<file path="src/rtl/mem_pkt_arbiter_pkg.sv">
// Shared types and constants for the two-port memory packet arbiter.
package mem_pkt_arbiter_pkg;

  localparam int MEM_BURST_LEN = 4;

  typedef logic unsigned [15:0] ulogic16;

  typedef enum logic {
    WRITE = 1'b0,
    READ  = 1'b1
  } pktType_t;

  typedef enum logic unsigned [1:0] {
    IDLE = 2'd0,
    ADDR = 2'd1,
    DATA = 2'd2,
    DONE = 2'd3
  } arbState_t;

  typedef struct packed {
    pktType_t                         Type;
    ulogic16                          Address;
    ulogic16 [0:MEM_BURST_LEN-1]      Data;
  } memPkt_t;

endpackage

</file>
<file path="src/rtl/rr_arbiter2.sv">
// Two-input round-robin picker. The last granted index is remembered so that
// on a tie the other requester wins; it only moves when the owner commits a grant.
module rr_arbiter2 (
  input  logic clk,
  input  logic resetN,
  input  logic i_req0,
  input  logic i_req1,
  input  logic i_update,
  output logic o_valid,
  output logic o_gntIdx
);

  logic r_lastGnt;

  // Pick a winner: a lone requester wins outright, a tie goes to the one not served last.
  always_comb begin
    o_valid  = i_req0 | i_req1;
    o_gntIdx = 1'b0;
    if (i_req0 && i_req1) begin
      o_gntIdx = ~r_lastGnt;
    end else if (i_req1) begin
      o_gntIdx = 1'b1;
    end
  end

  // Remember the committed winner; starting at 1 lets requester 0 take the first tie.
  always_ff @(posedge clk or negedge resetN) begin
    if (!resetN) begin
      r_lastGnt <= 1'b1;
    end else if (i_update && o_valid) begin
      r_lastGnt <= o_gntIdx;
    end
  end

endmodule

</file>
<file path="src/rtl/mem_pkt_arbiter.sv">
// Shares one memory controller between two packet requesters: grants one at a
// time, sends an address phase plus NUM_BEATS data beats, and returns read words.
module mem_pkt_arbiter
  import mem_pkt_arbiter_pkg::*;
#(
  parameter int NUM_BEATS = MEM_BURST_LEN
) (
  input  logic     clk,
  input  logic     resetN,
  input  logic     req0,
  input  logic     req1,
  input  memPkt_t  pkt0,
  input  memPkt_t  pkt1,
  output logic     gnt0,
  output logic     gnt1,
  output logic     done0,
  output logic     done1,
  output ulogic16  rdData [NUM_BEATS],
  output logic     mcAddrValid,
  output logic     mcRw,
  output ulogic16  mcDataOut,
  output logic     mcDataOE,
  input  ulogic16  mcDataIn
);

  localparam int CNT_W = (NUM_BEATS > 1) ? $clog2(NUM_BEATS) : 1;
  localparam logic [CNT_W-1:0] LAST_BEAT = CNT_W'(NUM_BEATS - 1);

  arbState_t        r_state;
  memPkt_t          r_pkt;
  logic             r_winner;
  logic [CNT_W-1:0] r_beat;
  ulogic16          r_rdBuf [NUM_BEATS];

  logic             w_anyReq;
  logic             w_pickIdx;
  logic             w_arbUpdate;
  memPkt_t          w_pickPkt;
  logic [CNT_W-1:0] w_nextBeat;

  // The round-robin pointer only advances when a grant is actually taken in IDLE.
  assign w_arbUpdate = (r_state == IDLE);
  assign w_pickPkt   = w_pickIdx ? pkt1 : pkt0;
  assign w_nextBeat  = r_beat + 1'b1;

  rr_arbiter2 u_rrArbiter (
    .clk      (clk),
    .resetN   (resetN),
    .i_req0   (req0),
    .i_req1   (req1),
    .i_update (w_arbUpdate),
    .o_valid  (w_anyReq),
    .o_gntIdx (w_pickIdx)
  );

  // Sequencer: all outputs are registered here so nothing passes combinationally from req/pkt.
  always_ff @(posedge clk or negedge resetN) begin
    if (!resetN) begin
      r_state     <= IDLE;
      r_pkt       <= '0;
      r_winner    <= 1'b0;
      r_beat      <= '0;
      gnt0        <= 1'b0;
      gnt1        <= 1'b0;
      done0       <= 1'b0;
      done1       <= 1'b0;
      mcAddrValid <= 1'b0;
      mcRw        <= 1'b0;
      mcDataOut   <= '0;
      mcDataOE    <= 1'b0;
      for (int i = 0; i < NUM_BEATS; i++) begin
        r_rdBuf[i] <= '0;
        rdData[i]  <= '0;
      end
    end else begin
      gnt0        <= 1'b0;
      gnt1        <= 1'b0;
      done0       <= 1'b0;
      done1       <= 1'b0;
      mcAddrValid <= 1'b0;
      mcRw        <= 1'b0;
      mcDataOut   <= '0;
      mcDataOE    <= 1'b0;
      case (r_state)
        IDLE: begin
          if (w_anyReq) begin
            r_state     <= ADDR;
            r_pkt       <= w_pickPkt;
            r_winner    <= w_pickIdx;
            gnt0        <= ~w_pickIdx;
            gnt1        <= w_pickIdx;
            mcAddrValid <= 1'b1;
            mcDataOE    <= 1'b1;
            mcDataOut   <= w_pickPkt.Address;
            mcRw        <= w_pickPkt.Type;
          end
        end
        ADDR: begin
          r_state <= DATA;
          r_beat  <= '0;
          if (r_pkt.Type == WRITE) begin
            mcDataOE  <= 1'b1;
            mcDataOut <= r_pkt.Data[0];
          end
        end
        DATA: begin
          r_rdBuf[r_beat] <= mcDataIn;
          if (r_beat == LAST_BEAT) begin
            r_state <= DONE;
            r_beat  <= '0;
            done0   <= ~r_winner;
            done1   <= r_winner;
            if (r_pkt.Type == READ) begin
              for (int i = 0; i < NUM_BEATS; i++) begin
                rdData[i] <= (i == NUM_BEATS - 1) ? mcDataIn : r_rdBuf[i];
              end
            end
          end else begin
            r_beat <= w_nextBeat;
            if (r_pkt.Type == WRITE) begin
              mcDataOE  <= 1'b1;
              mcDataOut <= r_pkt.Data[w_nextBeat];
            end
          end
        end
        DONE: begin
          r_state <= IDLE;
        end
        default: begin
          r_state <= IDLE;
        end
      endcase
    end
  end

endmodule

</file>
<file path="config.mk">
export PLATFORM = sky130hd
export DESIGN_NAME = mem_pkt_arbiter
export DESIGN_NICKNAME = d
export VERILOG_FILES = /design/src/rtl/mem_pkt_arbiter_pkg.sv /design/src/rtl/rr_arbiter2.sv /design/src/rtl/mem_pkt_arbiter.sv
export SDC_FILE = /design/constraint.sdc
export NUM_CORES = 1
export LEC_CHECK = 0
export ABC_AREA = 1
export CAP_MARGIN = 20
export CORE_ASPECT_RATIO = 2
export CORE_MARGIN = 4
export CORE_UTILIZATION = 33
export DETAILED_ROUTE_END_ITERATION = 8
export GPL_TIMING_DRIVEN = 0
export PLACE_DENSITY_LB_ADDON = 0.3
export SLEW_MARGIN = 20
export SYNTH_ARGS = -nofsm -noshare
export SYNTH_HDL_FRONTEND = slang
export SYNTH_SLANG_ARGS = --single-unit
</file>
<file path="constraint.sdc">
create_clock -name clk -period 2.05 [get_ports clk]
set_input_delay 0.41 -clock clk [delete_from_list [all_inputs] [get_ports clk]]
set_output_delay 0.41 -clock clk [all_outputs]
set_load 0.1 [all_outputs]
</file>
**Floorplan with the power grid**

Scale bar: 50 um. Pins as bars on the die edge.
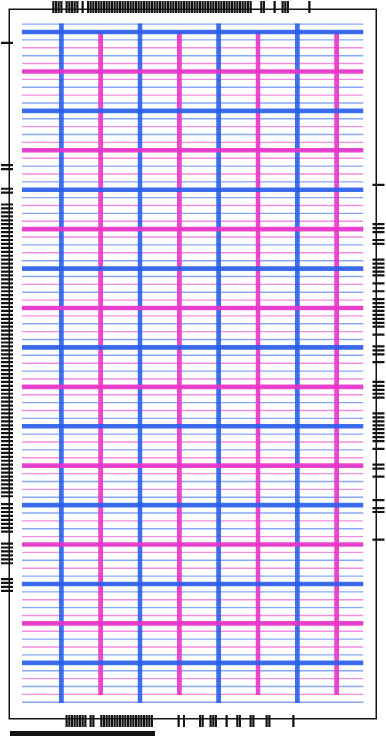
Key: VSS = blue; VDD = magenta
269 signal pins sit on the boundary. 87 met1 rails follow the rows. 8 straps on met4. The core has 86 rows. 17 straps on met5.
die x size: 126 um
die height: 244 um
Max IR drop VDD: 0.000816 V
core area: 27,500 um2

**Cells colored by class**

Scale bar: 50 um.
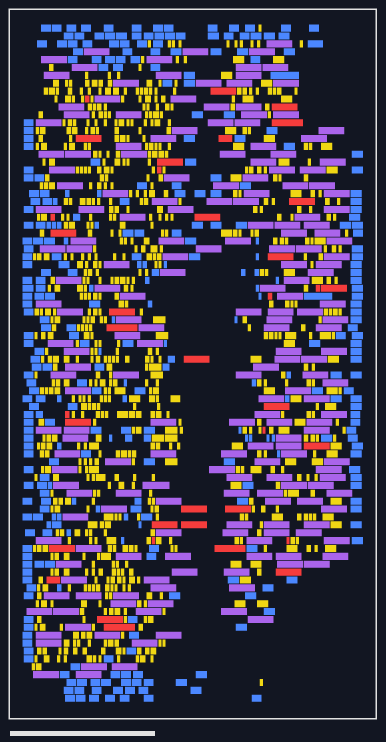
Key: combinational and other logic = yellow [cells 746, share of their area 29%]; clock drivers and dummy loads = red [cells 36, share of their area 5.6%]; remaining buffers and delay cells = blue [cells 334, share of their area 25%]; sequential cells = purple [cells 206, share of their area 40%]

==> impl_metrics.tcl <==
# flow metrics
set metrics [dict create \
    grt_overflow 0 \
    tritoncts "done" \
    pin_count 269 \
    finalSetupViolations 0 \
    outcome "completed" \
    dp_hpwl_mm 25.6 \
    comb_area_share 0.250 \
    routed_via_density 4.86 \
    layout_top_cell "dfrtp_1" \
    hold_viol_final 0 \
    worstPathArrival_ns 2.31 \
    antenna_found_initial 3 \
    grt.total_usage 0.209 \
    post-place-ws_ns -0.518 \
    crit_end "r_pkt[48]" \
    antenna_cells 3 \
    slew_headroom 0.601 \
    crit_buf_inv 5 \
    synth.distinct_cells 26 \
    cts_max_path_buffers 3 \
    utilization 0.482 \
    grt_pass1_vias 8670 \
    topCombFamilyByArea "simple AND/OR/NAND/NOR gates" \
    grt_util_met3 0.0304 \
    met2_usage 0.410 \
    rows 86 \
    gr-usage-met1 0.196 \
    placedCellCount 1639 \
    yosysCellCount 1018 \
    synthTopCellsByCount "dfrtp_1, nand2_1, inv_1" \
    final_nets 1498 \
    ys.flop_type "dfrtp_1" \
    fmax_ghz 0.515 \
    grt_setup_unrepaired "false" \
    ys_warn_count 0 \
    aoi_share 0.126 \
    flop-count 206 \
    ys_sh_adder 0.0109 \
    grt-busiest-layer "met2" \
    worst-r2r-cell-count 8 \
    warning_count 32 \
    layout.area.seq_um2 5160 \
    power_per_cell_area_nw_per_um2 1680 \
    inv_count 111 \
    drc_errors 0 \
    syn-instance-count 1018 \
    comb.multi_input.count 635 \
    xor_area_frac 0 \
    rrSetupSlack_ns 0.11 \
]
**Clock network drawn from the DEF**

Scale bar: 50 um.
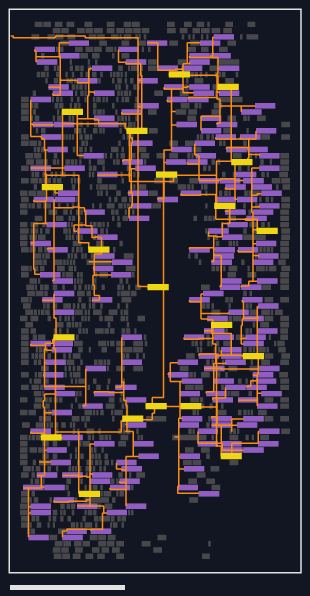
Key: clock drivers = yellow [count 20]; clock wires = orange [length 2,770 um]; flip-flops = purple [count 206]
There are 21 routed clock nets.

-- sequential cells by signal (all words and copies together) (netlist names) --
signal	count
r_pkt	65
rdData	64
r_rdBuf	48
mcDataOut	16
r_beat	2
r_state	2
done0	1
done1	1
gnt0	1
gnt1	1
mcAddrValid	1
mcDataOE	1
mcRw	1
r_winner	1
u_rrArbiter.r_lastGnt	1
-- where the power goes --
part / internal (uW) / leakage (uW) / switching, uW / total [uW]
sequential: 5860 / 0.00257 / 810 / 6670
combinational: 3140 / 0.00335 / 8490 / 11600
clock: 2450 / 0.000357 / 1600 / 4050
total: 11500 / 0.00628 / 10900 / 22400
-- metal layers --
layer	wire length (um)	part of all wire
met5	0	0
met4	2200	0.068
met2	18500	0.57
met3	1590	0.049
met1	10200	0.31
Power is estimated from default activity; no workload was simulated.
